**Signal wires on met1**

The bar under the picture is 20 um long.
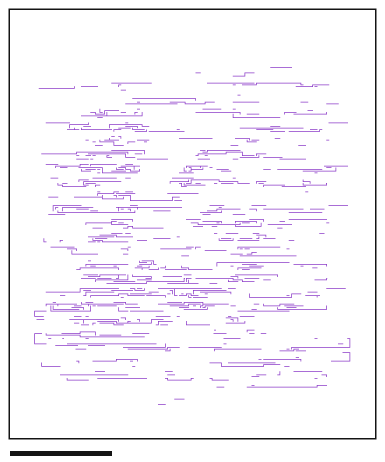
**M2 wires**

The bar under the picture is 20 um long.
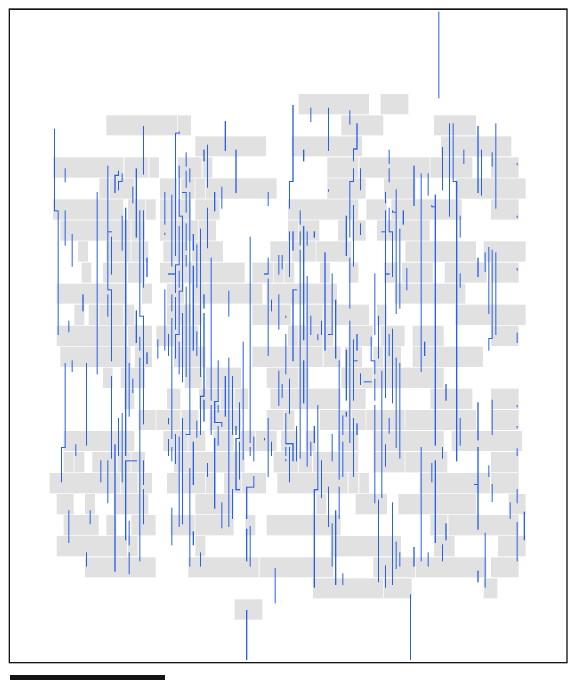
**config.mk**
```make
export PLATFORM = sky130hd
export DESIGN_NAME = uart_rx
export DESIGN_NICKNAME = d
export VERILOG_FILES = /design/src/rtl/uart_pkg.sv /design/src/rtl/sync_2ff.sv /design/src/rtl/uart_rx.sv
export SDC_FILE = /design/constraint.sdc
export NUM_CORES = 1
export LEC_CHECK = 0
export CAP_MARGIN = 20
export CORE_ASPECT_RATIO = 1.2
export CORE_MARGIN = 5
export CORE_UTILIZATION = 45
export DETAILED_ROUTE_END_ITERATION = 8
export GPL_TIMING_DRIVEN = 0
export PLACE_DENSITY = 0.68
export SKIP_CTS_REPAIR_TIMING = 1
export SYNTH_ARGS = -nofsm -noshare
export SYNTH_HDL_FRONTEND = slang
export SYNTH_SLANG_ARGS = --single-unit
```
**constraint.sdc**
```tcl
create_clock -name clk -period 6.5 [get_ports clk]
set_input_delay 1.3 -clock clk [delete_from_list [all_inputs] [get_ports clk]]
set_output_delay 1.3 -clock clk [all_outputs]
set_load 0.05 [all_outputs]
```
**src/rtl/uart_pkg.sv**
```systemverilog
// Shared UART definitions: frame shape, default bit timing and receiver FSM encoding.
package uart_pkg;

  localparam int unsigned DATA_BITS        = 8;
  localparam int unsigned STOP_BITS        = 1;
  localparam int unsigned CLKS_PER_BIT_DEF = 104;

  typedef logic [1:0] uart_state_t;

  localparam uart_state_t StIdle  = 2'd0;
  localparam uart_state_t StStart = 2'd1;
  localparam uart_state_t StData  = 2'd2;
  localparam uart_state_t StStop  = 2'd3;

  // Mid-bit offset used to centre sampling inside the start bit.
  function automatic int unsigned half_bit(input int unsigned clks_per_bit);
    return clks_per_bit / 2;
  endfunction

endpackage

```
**src/rtl/sync_2ff.sv**
```systemverilog
// Two-flop synchroniser for an asynchronous level input, with a selectable reset value.
module sync_2ff #(
  parameter int unsigned Width    = 1,
  parameter logic        ResetVal = 1'b1
) (
  input  logic             clk,
  input  logic             rst_n,
  input  logic [Width-1:0] d_i,
  output logic [Width-1:0] q_o
);

  logic [Width-1:0] meta_q;
  logic [Width-1:0] sync_q;

  always_ff @(posedge clk or negedge rst_n) begin
    if (!rst_n) begin
      meta_q <= {Width{ResetVal}};
      sync_q <= {Width{ResetVal}};
    end else begin
      meta_q <= d_i;
      sync_q <= meta_q;
    end
  end

  assign q_o = sync_q;

endmodule

```
**src/rtl/uart_rx.sv**
```systemverilog
// 8N1 UART receiver: mid-bit sampling, stop-bit check, valid/ready output with overrun flag.
module uart_rx
  import uart_pkg::*;
#(
  parameter int unsigned CLKS_PER_BIT = CLKS_PER_BIT_DEF,
  parameter int unsigned CNT_W        = 16
) (
  input  logic       clk,
  input  logic       rst_n,
  input  logic       ftdi_rx_i,
  output logic [7:0] rx_data_o,
  output logic       rx_valid_o,
  input  logic       rx_ready_i,
  output logic       frame_err_o,
  output logic       overrun_o
);

  localparam int unsigned IdxW = $clog2(DATA_BITS);

  localparam logic [CNT_W-1:0] HalfCnt = CNT_W'(half_bit(CLKS_PER_BIT));
  localparam logic [CNT_W-1:0] BitLast = CNT_W'(CLKS_PER_BIT - 1);
  localparam logic [IdxW-1:0]  IdxLast = IdxW'(DATA_BITS - 1);

  logic rx_s;

  uart_state_t          state_q,     state_d;
  logic [CNT_W-1:0]     cnt_q,       cnt_d;
  logic [IdxW-1:0]      bit_idx_q,   bit_idx_d;
  logic [DATA_BITS-1:0] shift_q,     shift_d;
  logic [7:0]           rx_data_q,   rx_data_d;
  logic                 rx_valid_q,  rx_valid_d;
  logic                 frame_err_q, frame_err_d;
  logic                 overrun_q,   overrun_d;

  sync_2ff #(
    .Width    (1),
    .ResetVal (1'b1)
  ) u_sync_rx (
    .clk   (clk),
    .rst_n (rst_n),
    .d_i   (ftdi_rx_i),
    .q_o   (rx_s)
  );

  always_comb begin
    state_d     = state_q;
    cnt_d       = cnt_q;
    bit_idx_d   = bit_idx_q;
    shift_d     = shift_q;
    rx_data_d   = rx_data_q;
    rx_valid_d  = rx_valid_q;
    frame_err_d = 1'b0;
    overrun_d   = overrun_q;

    if (rx_valid_q && rx_ready_i) begin
      rx_valid_d = 1'b0;
    end

    case (state_q)
      StIdle: begin
        cnt_d = '0;
        if (!rx_s) begin
          state_d = StStart;
        end
      end

      StStart: begin
        if (cnt_q == HalfCnt) begin
          cnt_d     = '0;
          bit_idx_d = '0;
          // A high sample here means the falling edge was a glitch.
          state_d   = rx_s ? StIdle : StData;
        end else begin
          cnt_d = cnt_q + 1'b1;
        end
      end

      StData: begin
        if (cnt_q == BitLast) begin
          cnt_d            = '0;
          shift_d[bit_idx_q] = rx_s;
          bit_idx_d        = bit_idx_q + 1'b1;
          if (bit_idx_q == IdxLast) begin
            state_d = StStop;
          end
        end else begin
          cnt_d = cnt_q + 1'b1;
        end
      end

      StStop: begin
        if (cnt_q == BitLast) begin
          cnt_d   = '0;
          state_d = StIdle;
          if (rx_s) begin
            rx_data_d = shift_q;
            // An accept on this same edge frees the slot, so it is not an overrun.
            if (rx_valid_q && !rx_ready_i) begin
              overrun_d = 1'b1;
            end
            rx_valid_d = 1'b1;
          end else begin
            frame_err_d = 1'b1;
          end
        end else begin
          cnt_d = cnt_q + 1'b1;
        end
      end

      default: begin
        state_d = StIdle;
        cnt_d   = '0;
      end
    endcase
  end

  always_ff @(posedge clk or negedge rst_n) begin
    if (!rst_n) begin
      state_q     <= StIdle;
      cnt_q       <= '0;
      bit_idx_q   <= '0;
      shift_q     <= '0;
      rx_data_q   <= 8'h00;
      rx_valid_q  <= 1'b0;
      frame_err_q <= 1'b0;
      overrun_q   <= 1'b0;
    end else begin
      state_q     <= state_d;
      cnt_q       <= cnt_d;
      bit_idx_q   <= bit_idx_d;
      shift_q     <= shift_d;
      rx_data_q   <= rx_data_d;
      rx_valid_q  <= rx_valid_d;
      frame_err_q <= frame_err_d;
      overrun_q   <= overrun_d;
    end
  end

  assign rx_data_o   = rx_data_q;
  assign rx_valid_o  = rx_valid_q;
  assign frame_err_o = frame_err_q;
  assign overrun_o   = overrun_q;

endmodule

```
==> notes.md <==
flow finished, numbers: outcome finished, final reports clean, Num Clock Sinks 42, TritonCTS Buffers 5, Area Overhead vs Synth 16.8%, Power Total 482 uW, crit start category flop, CP endpoint kind output pin, Fin Clk Skew 8.55 ps, fillers 414, end of the worst register-to-register path cnt_q[9]$_DFF_PN0_, post-synth net total 192, Ys Warns 0, clk ins delay skew pair 300 ps, routability congestion estimate 0.866, row count 27, worst-margin pin slew 644 ps, kind of critical path flop to output pin, setup repair after global routing missed its margin no, WHS Path Cells 0, htree depth 2, DP Area 0.00230 mm2, cells along the critical path clkdlybuf4s50_1, maximum vdd ir drop 0.130 mV, cell type with the largest total area dfrtp_1, CP Data Arrival Time 1450 ps, post-route DRC violation count 0, Final #Nets 214, Syn Std Cell Area 0.00207 mm2, min cycle time layout 2750 ps, CP Max Fanout 2, Slowest Stage Delay on Critical Path 800 ps, GRT Resource Usage Total 13.7%, Mapped Avg Cell Area 11.2 um2, final slew viol count 0, initial antenna violation count 0, die width 71.9 um, yosys-reported design area after synthesis 0.00207 mm2, Synth Seq Share 50.9%, drt first pass iters 4, Hold Startpoint u_sync_rx.meta_q$_DFF_PN1_, Leakage 0.00109 uW, ys cells 184, Non-Filler Instances 264, IO Pins 15, Top-area cell share 48.4%, core box area 0.00453 mm2, DR WL/cell 13.7 um, Slowest-stage cell, CP clkdlybuf4s50_1, Floorplan Utilization 45.7%, count of buffer and inverter cells on the critical path 1, CP Data Required Time 5200 ps, cells after synthesis 184, Critical R2R Launch cnt_q[9]$_DFF_PN0_, grt ovf 0, Top Layout Cells 40 x dfrtp_1, 20 x nor2_1, 13 x clkdlybuf4s50_1, Cell Type Count 37, DRT iter0 DRCs 50, top achievable clock speed 363 MHz, Die Size 0.00606 mm2, Finished Cell Area 0.00242 mm2, Max Cap Violations 0, Yosys reg bits 42, r2r setup slk 3850 ps, tool warning count 27, Pwr Density 199 mW/mm2, R2R depth 6, clock root cell clkbuf_8, Commonest Layout Cell dfrtp_1, Levels on crit path 1, Final TNS setup 0 ps, crit-path leading delay family buffers and inverters, Reg clk slew, reported paths 80 ps, post-DR vias/cell 5.31, Max clock buf depth 2, placed cells 257, Post-DP HPWL 2620 um, Post-Route Utilization 53.4%, part of the cycle the worst path needs 42.3%, Antenna Violating Nets Remaining 0, die height 84.3 um, layout cells sized above 1 18.0%, CTS tree done
Notes on 'signal wires on met1' above:
nets with wire on the layer: 187
longest straight run: 17.5 um
wire length on this layer: 1630 um
main direction: horizontal
GR met1 Demand/Resource: 17.5%
detailed-route via count: 1401
final wirelength: 3620 um

Notes on 'M2 wires' above:
nets with wire on the layer: 174
wire length on this layer: 1730 um

## cells by family (layout without fill, tap and decap cells)
group / after synthesis / count (layout) / synth area share, %
AND-OR/OR-AND: 7 / 7 / 2.54
buffers and inverters: 12 / 34 / 2.30
flip-flops: 42 / 42 / 50.9
AND/OR/NAND/NOR: 87 / 87 / 24.6
XOR/XNOR: 14 / 14 / 5.93
multiplexers: 18 / 18 / 11.3
adder cells (fa/ha/maj): 4 / 4 / 2.42
## per-layer routing
| metal | global-route usage [%] | share of wire [%] | vias up |
|---|---|---|---|
| met5 | 0 | 0 | - |
| met4 | 5.13 | 2.1 | 0 |
| met3 | 3.71 | 5.1 | 9 |
| met2 | 22.1 | 48 | 26 |
| met1 | 17.5 | 45 | 661 |
| li1 | - | - | 705 |
## area by class of cell
type	count	area (um2)	share of cell area, %
Buffer	8	32.5	1.35
Clock buffer	6	82.6	3.42
Clock inverter	1	30.0	1.24
Inverter	4	15.0	0.621
Multi-Input combinational cell	130	967	40.0
Sequential cell	42	1050	43.6
Tap cell	58	72.6	3.00
Timing Repair Buffer	15	163	6.73
## per-stage QoR
stage | setup WS [ps] | hold WS (ps)
global placement | 3090 | 348
finish | 3750 | 363
global route | 3690 | 371
floorplan | 4040 | 345
detailed placement | 3820 | 353
CTS | 3730 | 365
## cell usage after synthesis (all sizes together)
master,number
a41oi,1
and2,1
o21ai,1
nor2b,3
nand4,10
mux2,18
nor2,20
a22oi,1
and4,4
and3,4
nor4b,1
nand2,10
dfstp,2
nand2b,1
a21o,1
xor2,8
nand3,10
dfrtp,40
or2,1
nand3b,4
or4,5
xnor2,6
a211o,1
ha,4
nor4,6
o211ai,2
nand4b,2
buf,3
nor3,4
inv,4
clkbuf,5
or3,1
## flip-flops by register name, indices dropped and copies added, names as in the netlist, named ones only
register / count
cnt_q: 16
rx_data_o: 8
shift_q: 8
bit_idx_q: 3
frame_err_o: 1
overrun_o: 1
rx_valid_o: 1
state_q: 1
u_sync_rx.meta_q: 1
u_sync_rx.q_o: 1
## worst max path at each step
stage / start / end / slack, ps
finish: overrun_o$_DFFE_PN0P_ / overrun_o / 3750
detailed placement: cnt_q[9]$_DFF_PN0_ / cnt_q[9]$_DFF_PN0_ / 3820
global route: overrun_o$_DFFE_PN0P_ / overrun_o / 3690
floorplan: cnt_q[9]$_DFF_PN0_ / rx_data_o[0]$_DFFE_PN0P_ / 4040
CTS: rx_data_o[0]$_DFFE_PN0P_ / rx_data_o[0] / 3730
global placement: rst_n / cnt_q[11]$_DFF_PN0_ / 3090
## power breakdown
part | switching, uW | leakage (uW) | internal (uW)
clock network | 87.1 | 0.0000573 | 123
registers | 0.254 | 0.000565 | 262
logic | 6.36 | 0.000466 | 3.15
Power figures rest on the tool's default switching activity, not on a simulated workload.
